===== config.mk =====
export PLATFORM = sky130hd
export DESIGN_NAME = amba_axi4lite_arbiter
export DESIGN_NICKNAME = d
export VERILOG_FILES = /design/src/rtl/amba_axi4lite_arbiter.sv
export SDC_FILE = /design/constraint.sdc
export NUM_CORES = 1
export LEC_CHECK = 0
export CAP_MARGIN = 20
export CORE_AREA = 2 2 178 180
export CTS_CLUSTER_SIZE = 24
export DETAILED_ROUTE_END_ITERATION = 16
export DIE_AREA = 0 0 180 182
export PLACE_DENSITY = 0.49
export SYNTH_ARGS = -nofsm -noshare
export SYNTH_HDL_FRONTEND = slang
export SYNTH_SLANG_ARGS = --single-unit

===== constraint.sdc =====
create_clock -name ACLK -period 3.1 [get_ports ACLK]
set_input_delay 0.62 -clock ACLK [delete_from_list [all_inputs] [get_ports ACLK]]
set_output_delay 0.62 -clock ACLK [all_outputs]
set_load 0.01 [all_outputs]

===== src/rtl/amba_axi4lite_arbiter.sv =====
// NUM_M-to-1 AXI4-Lite arbiter with independent write and read paths, one outstanding each.
// Define AXI4L_ARB_FIXED_PRIO_EN for fixed priority (lowest index wins); default is round robin.
module amba_axi4lite_arbiter #(
    parameter int unsigned NUM_M      = 2,
    parameter int unsigned ADDR_WIDTH = 32,
    parameter int unsigned DATA_WIDTH = 32,
    localparam int unsigned STRB_WIDTH = DATA_WIDTH / 8
) (
    input  logic                          ACLK,
    input  logic                          ARESETn,
    // Manager side
    input  logic [NUM_M*ADDR_WIDTH-1:0]   M_AWADDR,
    input  logic [NUM_M*3-1:0]            M_AWPROT,
    input  logic [NUM_M-1:0]              M_AWVALID,
    output logic [NUM_M-1:0]              M_AWREADY,
    input  logic [NUM_M*DATA_WIDTH-1:0]   M_WDATA,
    input  logic [NUM_M*STRB_WIDTH-1:0]   M_WSTRB,
    input  logic [NUM_M-1:0]              M_WVALID,
    output logic [NUM_M-1:0]              M_WREADY,
    output logic [NUM_M*2-1:0]            M_BRESP,
    output logic [NUM_M-1:0]              M_BVALID,
    input  logic [NUM_M-1:0]              M_BREADY,
    input  logic [NUM_M*ADDR_WIDTH-1:0]   M_ARADDR,
    input  logic [NUM_M*3-1:0]            M_ARPROT,
    input  logic [NUM_M-1:0]              M_ARVALID,
    output logic [NUM_M-1:0]              M_ARREADY,
    output logic [NUM_M*DATA_WIDTH-1:0]   M_RDATA,
    output logic [NUM_M*2-1:0]            M_RRESP,
    output logic [NUM_M-1:0]              M_RVALID,
    input  logic [NUM_M-1:0]              M_RREADY,
    // Subordinate side
    output logic [ADDR_WIDTH-1:0]         S_AWADDR,
    output logic [2:0]                    S_AWPROT,
    output logic                          S_AWVALID,
    input  logic                          S_AWREADY,
    output logic [DATA_WIDTH-1:0]         S_WDATA,
    output logic [STRB_WIDTH-1:0]         S_WSTRB,
    output logic                          S_WVALID,
    input  logic                          S_WREADY,
    input  logic [1:0]                    S_BRESP,
    input  logic                          S_BVALID,
    output logic                          S_BREADY,
    output logic [ADDR_WIDTH-1:0]         S_ARADDR,
    output logic [2:0]                    S_ARPROT,
    output logic                          S_ARVALID,
    input  logic                          S_ARREADY,
    input  logic [DATA_WIDTH-1:0]         S_RDATA,
    input  logic [1:0]                    S_RRESP,
    input  logic                          S_RVALID,
    output logic                          S_RREADY,
    // Debug grants
    output logic [NUM_M-1:0]              WR_GNT,
    output logic [NUM_M-1:0]              RD_GNT
);

    localparam int unsigned IW = $clog2(NUM_M);

    typedef enum logic [1:0] {WrIdle, WrAddr, WrResp} wr_state_e;
    typedef enum logic [1:0] {RdIdle, RdAddr, RdData} rd_state_e;

    wr_state_e       wr_state;
    rd_state_e       rd_state;
    logic [IW-1:0]   wr_idx;
    logic [IW-1:0]   rd_idx;
    logic [IW-1:0]   wr_ptr;
    logic [IW-1:0]   rd_ptr;
    logic [IW-1:0]   wr_pick;
    logic [IW-1:0]   rd_pick;
    logic            aw_done;
    logic            w_done;

    // First requester at or after ptr; with ptr tied to 0 this is fixed priority.
    function automatic logic [IW-1:0] rr_pick(input logic [NUM_M-1:0] req,
                                               input logic [IW-1:0]    ptr);
        logic [IW-1:0] pick;
        logic          found;
        int unsigned   j;
        pick  = '0;
        found = 1'b0;
        for (int unsigned k = 0; k < NUM_M; k++) begin
            j = (32'(ptr) + k) % NUM_M;
            if (!found && req[j[IW-1:0]]) begin
                found = 1'b1;
                pick  = j[IW-1:0];
            end
        end
        return pick;
    endfunction

    function automatic logic [NUM_M-1:0] to_onehot(input logic [IW-1:0] idx);
        logic [NUM_M-1:0] oh;
        oh      = '0;
        oh[idx] = 1'b1;
        return oh;
    endfunction

`ifdef AXI4L_ARB_FIXED_PRIO_EN
    assign wr_ptr = '0;
    assign rd_ptr = '0;
`else
    function automatic logic [IW-1:0] next_idx(input logic [IW-1:0] idx);
        return (32'(idx) == NUM_M - 1) ? '0 : idx + 1'b1;
    endfunction
`endif

    assign wr_pick = rr_pick(M_AWVALID, wr_ptr);
    assign rd_pick = rr_pick(M_ARVALID, rd_ptr);

    // Per-manager payload views
    logic [ADDR_WIDTH-1:0] awaddr_arr [NUM_M];
    logic [2:0]            awprot_arr [NUM_M];
    logic [DATA_WIDTH-1:0] wdata_arr  [NUM_M];
    logic [STRB_WIDTH-1:0] wstrb_arr  [NUM_M];
    logic [ADDR_WIDTH-1:0] araddr_arr [NUM_M];
    logic [2:0]            arprot_arr [NUM_M];

    for (genvar i = 0; i < NUM_M; i++) begin : g_unpack
        assign awaddr_arr[i] = M_AWADDR[i*ADDR_WIDTH +: ADDR_WIDTH];
        assign awprot_arr[i] = M_AWPROT[i*3 +: 3];
        assign wdata_arr[i]  = M_WDATA[i*DATA_WIDTH +: DATA_WIDTH];
        assign wstrb_arr[i]  = M_WSTRB[i*STRB_WIDTH +: STRB_WIDTH];
        assign araddr_arr[i] = M_ARADDR[i*ADDR_WIDTH +: ADDR_WIDTH];
        assign arprot_arr[i] = M_ARPROT[i*3 +: 3];
    end

    // Write path muxing, all combinational from the registered grant
    logic wr_addr_st;
    logic wr_resp_st;
    logic aw_hs;
    logic w_hs;
    logic b_hs;

    assign wr_addr_st = (wr_state == WrAddr);
    assign wr_resp_st = (wr_state == WrResp);

    assign S_AWADDR  = wr_addr_st ? awaddr_arr[wr_idx] : '0;
    assign S_AWPROT  = wr_addr_st ? awprot_arr[wr_idx] : '0;
    assign S_AWVALID = wr_addr_st && !aw_done && M_AWVALID[wr_idx];
    assign S_WDATA   = wr_addr_st ? wdata_arr[wr_idx] : '0;
    assign S_WSTRB   = wr_addr_st ? wstrb_arr[wr_idx] : '0;
    assign S_WVALID  = wr_addr_st && !w_done && M_WVALID[wr_idx];
    assign S_BREADY  = wr_resp_st && M_BREADY[wr_idx];

    assign M_AWREADY = WR_GNT & {NUM_M{wr_addr_st && !aw_done && S_AWREADY}};
    assign M_WREADY  = WR_GNT & {NUM_M{wr_addr_st && !w_done && S_WREADY}};
    assign M_BVALID  = WR_GNT & {NUM_M{wr_resp_st && S_BVALID}};
    assign M_BRESP   = {NUM_M{S_BRESP}};

    assign aw_hs = S_AWVALID && S_AWREADY;
    assign w_hs  = S_WVALID && S_WREADY;
    assign b_hs  = S_BVALID && S_BREADY;

    always_ff @(posedge ACLK or negedge ARESETn) begin
        if (!ARESETn) begin
            wr_state <= WrIdle;
            wr_idx   <= '0;
            WR_GNT   <= '0;
            aw_done  <= 1'b0;
            w_done   <= 1'b0;
`ifndef AXI4L_ARB_FIXED_PRIO_EN
            wr_ptr   <= '0;
`endif
        end else begin
            unique case (wr_state)
                WrIdle: begin
                    if (|M_AWVALID) begin
                        wr_state <= WrAddr;
                        wr_idx   <= wr_pick;
                        WR_GNT   <= to_onehot(wr_pick);
                    end
                end
                WrAddr: begin
                    if (aw_hs) aw_done <= 1'b1;
                    if (w_hs)  w_done  <= 1'b1;
                    if ((aw_done || aw_hs) && (w_done || w_hs)) wr_state <= WrResp;
                end
                WrResp: begin
                    if (b_hs) begin
                        wr_state <= WrIdle;
                        WR_GNT   <= '0;
                        aw_done  <= 1'b0;
                        w_done   <= 1'b0;
`ifndef AXI4L_ARB_FIXED_PRIO_EN
                        wr_ptr   <= next_idx(wr_idx);
`endif
                    end
                end
                default: wr_state <= WrIdle;
            endcase
        end
    end

    // Read path muxing
    logic rd_addr_st;
    logic rd_data_st;
    logic ar_hs;
    logic r_hs;

    assign rd_addr_st = (rd_state == RdAddr);
    assign rd_data_st = (rd_state == RdData);

    assign S_ARADDR  = rd_addr_st ? araddr_arr[rd_idx] : '0;
    assign S_ARPROT  = rd_addr_st ? arprot_arr[rd_idx] : '0;
    assign S_ARVALID = rd_addr_st && M_ARVALID[rd_idx];
    assign S_RREADY  = rd_data_st && M_RREADY[rd_idx];

    assign M_ARREADY = RD_GNT & {NUM_M{rd_addr_st && S_ARREADY}};
    assign M_RVALID  = RD_GNT & {NUM_M{rd_data_st && S_RVALID}};
    assign M_RDATA   = {NUM_M{S_RDATA}};
    assign M_RRESP   = {NUM_M{S_RRESP}};

    assign ar_hs = S_ARVALID && S_ARREADY;
    assign r_hs  = S_RVALID && S_RREADY;

    always_ff @(posedge ACLK or negedge ARESETn) begin
        if (!ARESETn) begin
            rd_state <= RdIdle;
            rd_idx   <= '0;
            RD_GNT   <= '0;
`ifndef AXI4L_ARB_FIXED_PRIO_EN
            rd_ptr   <= '0;
`endif
        end else begin
            unique case (rd_state)
                RdIdle: begin
                    if (|M_ARVALID) begin
                        rd_state <= RdAddr;
                        rd_idx   <= rd_pick;
                        RD_GNT   <= to_onehot(rd_pick);
                    end
                end
                RdAddr: begin
                    if (ar_hs) rd_state <= RdData;
                end
                RdData: begin
                    if (r_hs) begin
                        rd_state <= RdIdle;
                        RD_GNT   <= '0;
`ifndef AXI4L_ARB_FIXED_PRIO_EN
                        rd_ptr   <= next_idx(rd_idx);
`endif
                    end
                end
                default: rd_state <= RdIdle;
            endcase
        end
    end

endmodule


Run 1, nets reached from selected ports:
(2 px per um)
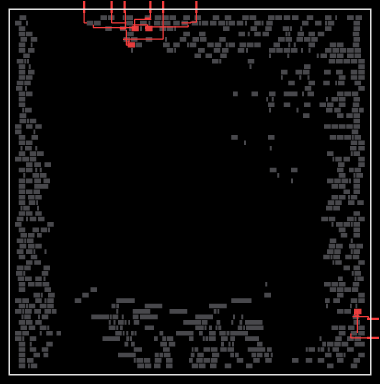
M_WSTRB -> red  # bits 8, direction input, edge 6 top, 2 right, end cells 4, buffers 8, wire 204 um

Run 1, clock network drawn from the DEF:
(2 px per um)
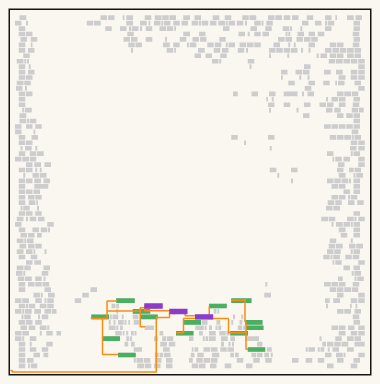
flip-flops -> green  # count 14
clock drivers -> purple  # count 3
clock wires -> orange  # length 315 um
flops lie = bottom centre
clock-net power: 272 uW
Clock Skew: 0.00100 ns
worst-skew pair later-pin latency: 0.24 ns
Clk pwr share: 5.8%

Run 1, placement by cell class:
(2 px per um) Fill, decap, tap and diode cells in grey.
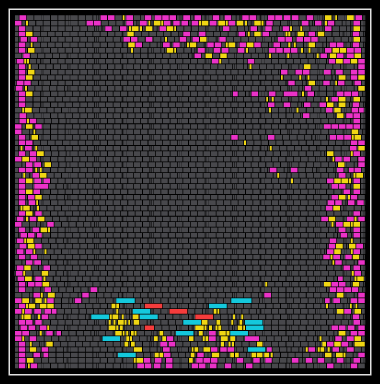
combinational and other logic -> yellow  # cells 286, share of their area 32%
clock drivers and dummy loads -> red  # cells 4, share of their area 1.5%
remaining buffers and delay cells -> magenta  # cells 365, share of their area 61%
sequential cells -> cyan  # cells 14, share of their area 5.9%
fin area: 6530 um^2
Seq/total area: 5.44%
core area: 31000 um^2

[run 1: stage by stage]
stage	cell area (um^2)	utilization [%]	power [uW]	hold WS [ns]	setup slack [ns]
floorplan	2970	-	2430	0.324	1.38
global placement	6440	20.8	4460	0.461	0.249
detailed placement	6440	20.8	4440	0.464	0.228
CTS	6530	21.1	4740	0.470	0.229
global route	6530	21.1	4990	0.493	0.158
finish	6530	21.1	4650	0.473	0.237
[run 1: flip-flops by register name, summed over array words and instances (netlist names)]
signal and cells:
WR_GNT 2, aw_done 1, wr_state 2, rd_idx 1, rd_state 2, w_done 1, RD_GNT 2, rd_ptr 1
wr_idx 1, wr_ptr 1
[run 1: placed cells by master, fill, tap and decap left out, drive strengths merged]
master         netlist  routed
clkdlybuf4s50        0     352
nor2               114     114
mux2i              109     109
dfrtp               14      14
buf                 96      13
nand2               11      11
and3                 8       8
inv                  5       5
and2                 4       4
nor3                 4       4
nand3                4       4
clkbuf               1       4
nor3b                3       3
nand2b               3       3
o21ai                3       3
a32oi                2       2
o2bb2ai              2       2
mux2                 2       2
a21oi                2       2
nor2b                1       1
o21a                 1       1
a22o                 1       1
o22ai                1       1
a31oi                1       1
a21boi               1       1
o311a                1       1
o21ba                1       1
a211oi               1       1
a21o                 1       1
[run 1: how the worst max path moves through the flow]
stage                     depth (start not counted)    startpoint           to
after floorplan                                   5        wr_idx  S_AWADDR[0]
after global placement                            5  M_ARVALID[0]    S_ARVALID
after detailed placement                          5  M_ARVALID[0]    S_ARVALID
after CTS                                         5  M_ARVALID[0]    S_ARVALID
after global routing                              5  M_ARVALID[0]    S_ARVALID
final                                             5  M_ARVALID[0]    S_ARVALID
[run 1: worst min-delay path, stage by stage, from the launching register on]
cell	delay, ns
dfrtp_1	0.33
nand2_1	0.04
o21ai_0	0.06
==> impl_metrics.csv, run 1 <==
group,metric,value,unit
run_status,outcome,"complete, no violations",
place,gp_congestion,0.714,
logic_synthesis,ys_area,2970,um^2
finish,fillers,3456,
finish,comb_cells,281,
die,tap_cells,402,
logic_synthesis,aoi_share,4.72,%
finish,finalNonFillerCells,1071,
sta,tns,0,ns
hold_path,holdCritStartpoint,"wr_ptr",
finish,drive_above_1_share,4.04,%
logic_synthesis,synth_seq_share,11.8,%
finish,nNetsFinal,935,
cts,htree_levels,1,
logic_synthesis,synth-cells-yosys,397,
power,ir_worst_vdd,0.335,mV
detailed_routing,drc_errors,0,
finish,comb_area_share,29.1,%
grt,grtUsageMet2,15.8,%
logic_synthesis,synthTopCellsByCount,"nor2_1, mux2i_1, buf_4, dfrtp_1",
sta,setup_viol,0,
detailed_routing,top_layer_used,"met4",
grt,top_usage_layer,"met2",
setup_path,cpPeakStageDelay,0.58,ns
power,p_sw_share,43.8,%
setup_path,crit_chain,"clkdlybuf4s50_1 -> inv_1 -> o21ai_0 -> and2_1 -> clkdlybuf4s50_1",
sta,finalHoldViolCount,0,
cts,holdBufCountCts,0,
logic_synthesis,synthXorXnorAreaFrac,0,%
cts,cts_tree,"done",
logic_synthesis,logic_family,"multiplexers",
grt,grt_pass1_vias,3819,
power,power.net_switching,2030,uW
finish,clock_area_share,1.36,%
logic_synthesis,synthCells,397,
setup_path,start_kind,"input pin",
place,placed_cells,1067,
detailed_routing,first_pass_iters,4,
detailed_routing,via_count,3788,
logic_synthesis,edf_count,0,
grt,track_usage,9.38,%
setup_path,crit_fanout,6,
hold_path,min_to,"wr_ptr",
logic_synthesis,top_cell_area_share,36.7,%
logic_synthesis,syn_area,2970,um^2
logic_synthesis,synth_cell_types,35,
finish,design.seq.count,14,
finish,insertedDiodeCount,0,
run,maxCapViolCount,0,
sta,fmax,349,MHz
die,die_area,32800,um^2
power,powerSeq,520,uW
setup_path,r2r-start,"wr_idx",
detailed_routing,wl,16600,um
power,p_leak,0.00264,uW
sta,tightest_slew,0.740,ns
logic_synthesis,top_cell,"nor2_1",
setup_path,reg2regPathDepth,4,
logic_synthesis,synthArstFlopShare,100,%
hold_path,whs_path_depth,2,
logic_synthesis,largest_area_cell,"mux2i_1",
cts,cts_made_buffers,3,
die,die_height,182,um
setup_path,cp_slowest_cell,"clkdlybuf4s50_1",
detailed_routing,wl_met3,2050,um
logic_synthesis,fp_nets,662,
finish,biggestCellCategory,"buffers",
finish,seq_area,355,um^2
finish,comb_area,1900,um^2
setup_path,cp_top_family,"buffers and inverters",
die,die_w,180,um
logic_synthesis,yosysWarnings,0,
detailed_routing,vias_per_cell,3.54,
power,power_combinational,3850,uW
setup_path,cp_num_buf_inv,3,
place,dpl.hpwl,14300,um
detailed_routing,postRouteAntennaNets,0,
power,power-per-cell-area,712,nW/um^2
place,numPortBuffers,353,
detailed_routing,route.met2.wl,7680,um
grt,grt_antenna_before_repair,1,
logic_synthesis,synth_adder_area_share,0,%
hold_path,hp-class,"register to register",
setup_path,crit_path_frequent_cell,"clkdlybuf4s50_1",
detailed_routing,wire_per_inst,15.5,um
setup_path,r2r_slack,1.40,ns
grt,grt_max_degree,72,
Run 1, clock wiring as the flow saved it:
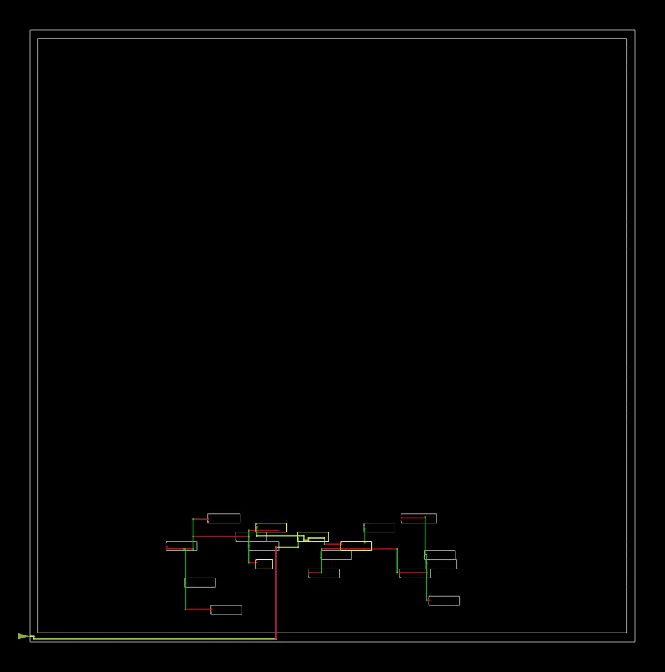

## Run 2: what changed since run 1
--- a/config.mk
+++ b/config.mk
@@ -6,11 +6,13 @@
 export NUM_CORES = 1
 export LEC_CHECK = 0
 export CAP_MARGIN = 20
-export CORE_AREA = 2 2 178 180
+export CELL_PAD_IN_SITES_DETAIL_PLACEMENT = 0
+export CELL_PAD_IN_SITES_GLOBAL_PLACEMENT = 2
+export CORE_AREA = 2 2 181 183
 export CTS_CLUSTER_SIZE = 24
 export DETAILED_ROUTE_END_ITERATION = 16
-export DIE_AREA = 0 0 180 182
-export PLACE_DENSITY = 0.49
+export DIE_AREA = 0 0 183 185
+export PLACE_DENSITY = 0.89
 export SYNTH_ARGS = -nofsm -noshare
 export SYNTH_HDL_FRONTEND = slang
 export SYNTH_SLANG_ARGS = --single-unit
Run 2, clock wiring as the flow saved it:
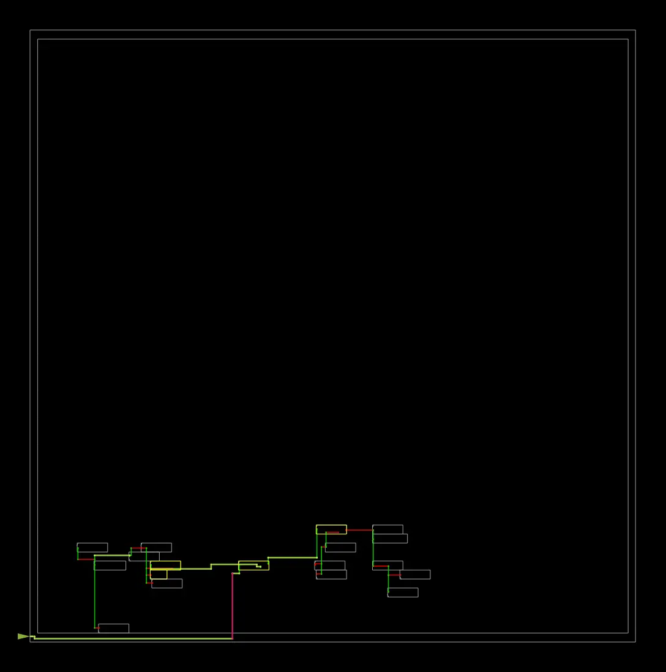
total CTS buffers: 3
# clk buffers: 4
Clock Skew: 0.000568 ns
flop count: 14
clock-net power: 269 uW

==> run 2 against run 1 <==
Net effect:
- sequential share of layout area hardly changed
- power is 0.29% lower
- worst setup slack lost 0.028 ns
- synthesized cell count stayed put
- critical path type is now register to output port
- largest cell class unchanged
==> impl_metrics.csv, run 2 <==
group,metric,value,unit
place,gp_congestion,0.698,
place,dpl.hpwl,13500,um
cts,htree_levels,1,
setup_path,r2r-start,"rd_idx",
sta,finalWorstSetupSlack,0.209,ns
detailed_routing,vias_per_cell,3.47,
power,ir_worst_vdd,0.414,mV
grt,grt_max_degree,44,
setup_path,crit_fanout,43,
run_status,outcome,"complete, no violations",
grt,track_usage,8.16,%
finish,seq_area,355,um^2
cts,holdBufCountCts,0,
finish,nNetsFinal,938,
logic_synthesis,yosysWarnings,0,
detailed_routing,top_layer_used,"met4",
die,die_area,33900,um^2
setup_path,cpPeakStageDelay,0.60,ns
detailed_routing,wl_met3,1920,um
detailed_routing,route.met2.wl,7870,um
sta,tightest_slew,0.677,ns
sta,worst_hold_slack,0.474,ns
sta,tns,0,ns
setup_path,cp_top_family,"buffers and inverters",
detailed_routing,postRouteAntennaNets,0,
setup_path,r2r_slack,1.41,ns
die,die_w,183,um
setup_path,cp_num_buf_inv,2,
logic_synthesis,fp_nets,662,
logic_synthesis,synth_cell_types,35,
logic_synthesis,top_cell_area_share,36.7,%
die,fp.coreArea,32000,um^2
finish,fillers,3539,
run,maxCapViolCount,0,
logic_synthesis,synthArstFlopShare,100,%
finish,lay_top_count,"clkdlybuf4s50_1",
setup_path,reg2regPathDepth,4,
setup_path,start_kind,"register",
power,p_leak,0.00264,uW
die,die_height,185,um
setup_path,crit_chain,"nand2b_2 -> buf_4 -> nor2_1 -> clkdlybuf4s50_1",
sta,setup_viol,0,
finish,insertedDiodeCount,0,
logic_synthesis,largest_area_cell,"mux2i_1",
logic_synthesis,syn_area,2970,um^2
logic_synthesis,edf_count,0,
grt,grt_antenna_before_repair,0,
cts,insertion_delay,0.24,ns
hold_path,holdCritStartpoint,"wr_state[1]",
setup_path,cp_slowest_cell,"clkdlybuf4s50_1",
finish,drive_above_1_share,4.32,%
hold_path,min_to,"wr_state[0]",
Run 2, placement by cell class:
(2 px per um) Fill, decap, tap and diode cells in grey.
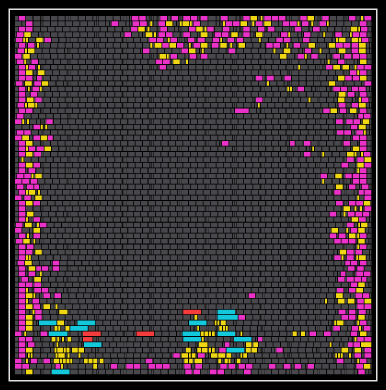
remaining buffers and delay cells -> magenta  # cells 368, share of their area 61%
sequential cells -> cyan  # cells 14, share of their area 5.9%
clock drivers and dummy loads -> red  # cells 4, share of their area 1.5%
combinational and other logic -> yellow  # cells 286, share of their area 32%

## run 2: metal layers
layer / GRT usage, % / up-vias
li1: - / 1806
met1: 8.69 / 1648
met2: 15.6 / 286
met3: 3.48 / 7
met4: 0.480 / 0
met5: 0 / -
## run 2: how the worst max path moves through the flow
stage          depth (start not counted)         start  slack (ns)          end
2_1_floorplan                          5        wr_idx        1.38  S_AWADDR[0]
3_3_place_gp                           5  M_ARVALID[0]        0.26    S_ARVALID
3_5_place_dp                           5  M_ARVALID[0]        0.27    S_ARVALID
4_1_cts                                4   wr_state[1]        0.19  S_WDATA[10]
5_1_grt                                4   wr_state[1]        0.09  S_WDATA[10]
6_report                               4   wr_state[1]        0.21  S_WDATA[10]
## run 2: per-stage QoR
| stage | cell area (um^2) | total power [uW] | instances | utilization, % |
|---|---|---|---|---|
| floorplan | 2970 | 2430 | 397 | - |
| global placement | 6440 | 4420 | 1076 | 20.1 |
| detailed placement | 6440 | 4420 | 1076 | 20.1 |
| CTS | 6530 | 4720 | 1080 | 20.4 |
| global route | 6530 | 4970 | 1080 | 20.4 |
| finish | 6530 | 4630 | 1080 | 20.4 |
## run 2: logic make-up (layout without fill, tap and decap cells)
group	count (synthesis)	in the layout	synth area share [%]
DFF	14	14	11.8
muxes	111	111	37.6
buffers and inverters	102	377	24.2
and+or+nand+nor	152	152	21.6
AOI/OAI and AO/OA	18	18	4.72
## run 2: power breakdown
group | internal [uW] | total, uW | switching [uW]
registers | 276 | 532 | 256
clock network | 195 | 269 | 73.7
logic | 2130 | 3830 | 1700
total | 2600 | 4630 | 2030
## run 2: area by class of cell
cell class / instances / share of cell area, %
Tap cell: 408 / 7.81
Timing Repair Buffer: 368 / 56.0
Sequential cell: 14 / 5.44
Multi-Input combinational cell: 281 / 29.1
Inverter: 5 / 0.287
Clock buffer: 4 / 1.36
Power and IR drop assume default switching activity.
